Design mem_arbiter, sky130hd; sources not shown.
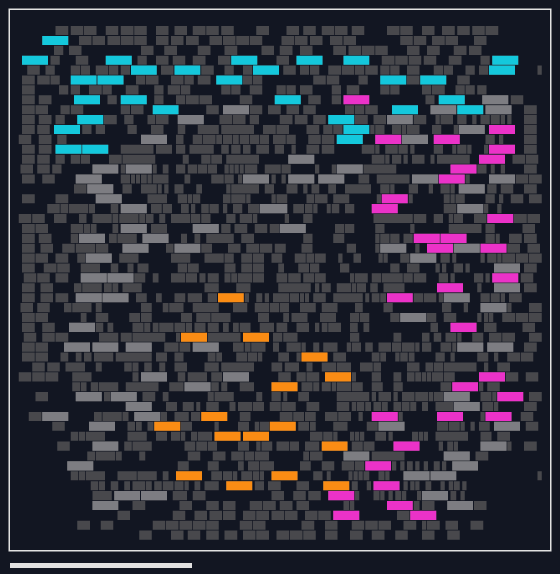
(images/flops_by_reg.png)
The bar under the picture is 50 um long. Other sequential cells in the stronger grey, the rest of the logic in the fainter grey.
[magenta] r1_rdata | flops: 32 | where: a column on the right
[cyan] mem_addr | flops: 30 | where: a band across the top
[orange] wdata_q | flops: 16 | where: bottom centre
register area: 0.003124 mm^2
Seq/total area: 24.91%
final core occ: 61.59%

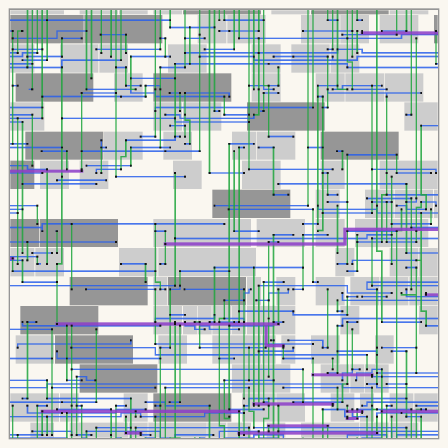
(images/detail.png)
Window x 17 to 57, y 91 to 131 um. Cells in grey, sequential cells in the stronger grey; small squares are vias.
[purple] metal 3
[green] metal 2
[blue] metal 1
sequential cells in the window: 15
most frequent: clkdlybuf4s50_1 (16), a211oi_1 (15), dfxtp_1 (15)
cells with their middle in the window: 104

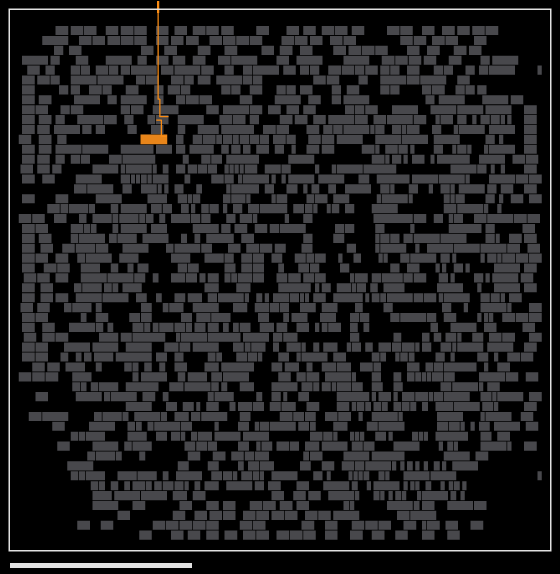
(images/io_fan.png)
The bar under the picture is 50 um long.
[orange] r0_ack | bits: 1 | direction: output | edge: top | end cells: 1 | wire: 39.0 um
I/O Buffers: 299
I/O Pins: 302

==> changes_impl.md <==
### Changed

- Core box area: 0.02036 mm^2
- Flops after synth: 156
- Worst VDD drop: 0.6213 mV
- Ys Warns: 0
- First-pass GRT wire length: 47,960 um
- Gr ovfl total: 0
- Worst hold slack: 0.1887 ns
- Synth area leader: dfxtp_1
- Uppermost routed layer: met4
- Synthesized area per cell: 9.072 um^2
- Largest delay share family, worst path: buffers and inverters
- Reg clk slew, reported paths: 0.07 ns
- Fa+ha+maj area frac: 1.428%
- Final setup violation count: 0
- Sequential fraction of design power: 28.2%
- Async set or reset register ratio after synthesis: 0%
- Seq/Total Area, Yosys: 35.64%
- Worst Skew: 0.009331 ns
- Worst reg2reg setup slack: 0.28 ns
- Vias per inst: 5.878
- Yosys stat area: 0.008763 mm^2
- Max Clock Freq: 428.0 MHz
- Worst reg2reg path depth: 8
- Hold Crit Class: input port to flop
- H-tree lvl count: 4
- Slowest cell delay on critical path: 0.56 ns
- Hold Crit Depth: 2
- Met2 Track Usage GR: 43.06%
- Clock buffer count: 19
- Largest net degree at the start of global routing: 50
- Most common cell in the netlist: dfxtp_1
- Switching Power: 5687 uW
- Cell Type Count: 55
- Busiest grt layer: met2
- Cells after synthesis: 966
- Drt total wl: 31,310 um
- CP cell instances: inv_1 > ha_2 > a31oi_1 > nor2_1 > clkdlybuf4s50_1
- Syn Std Cell Area: 0.008763 mm^2
- Clock share of power: 17.8%
- Combinational share of power: 53.9%
- Area leader share: 35.64%
- Maxcap violations: 0
- Non-clock buffers, area share: 26.56%
- Status: finished clean
- Pint: 8181 uW
- Tapcell Cnt: 270
- Flop count: 156
- Clock-net power: 2470 uW
- Post-Synth XOR/XNOR Area: 0%
- M1 WL: 13,420 um
Power and IR drop assume default switching activity.
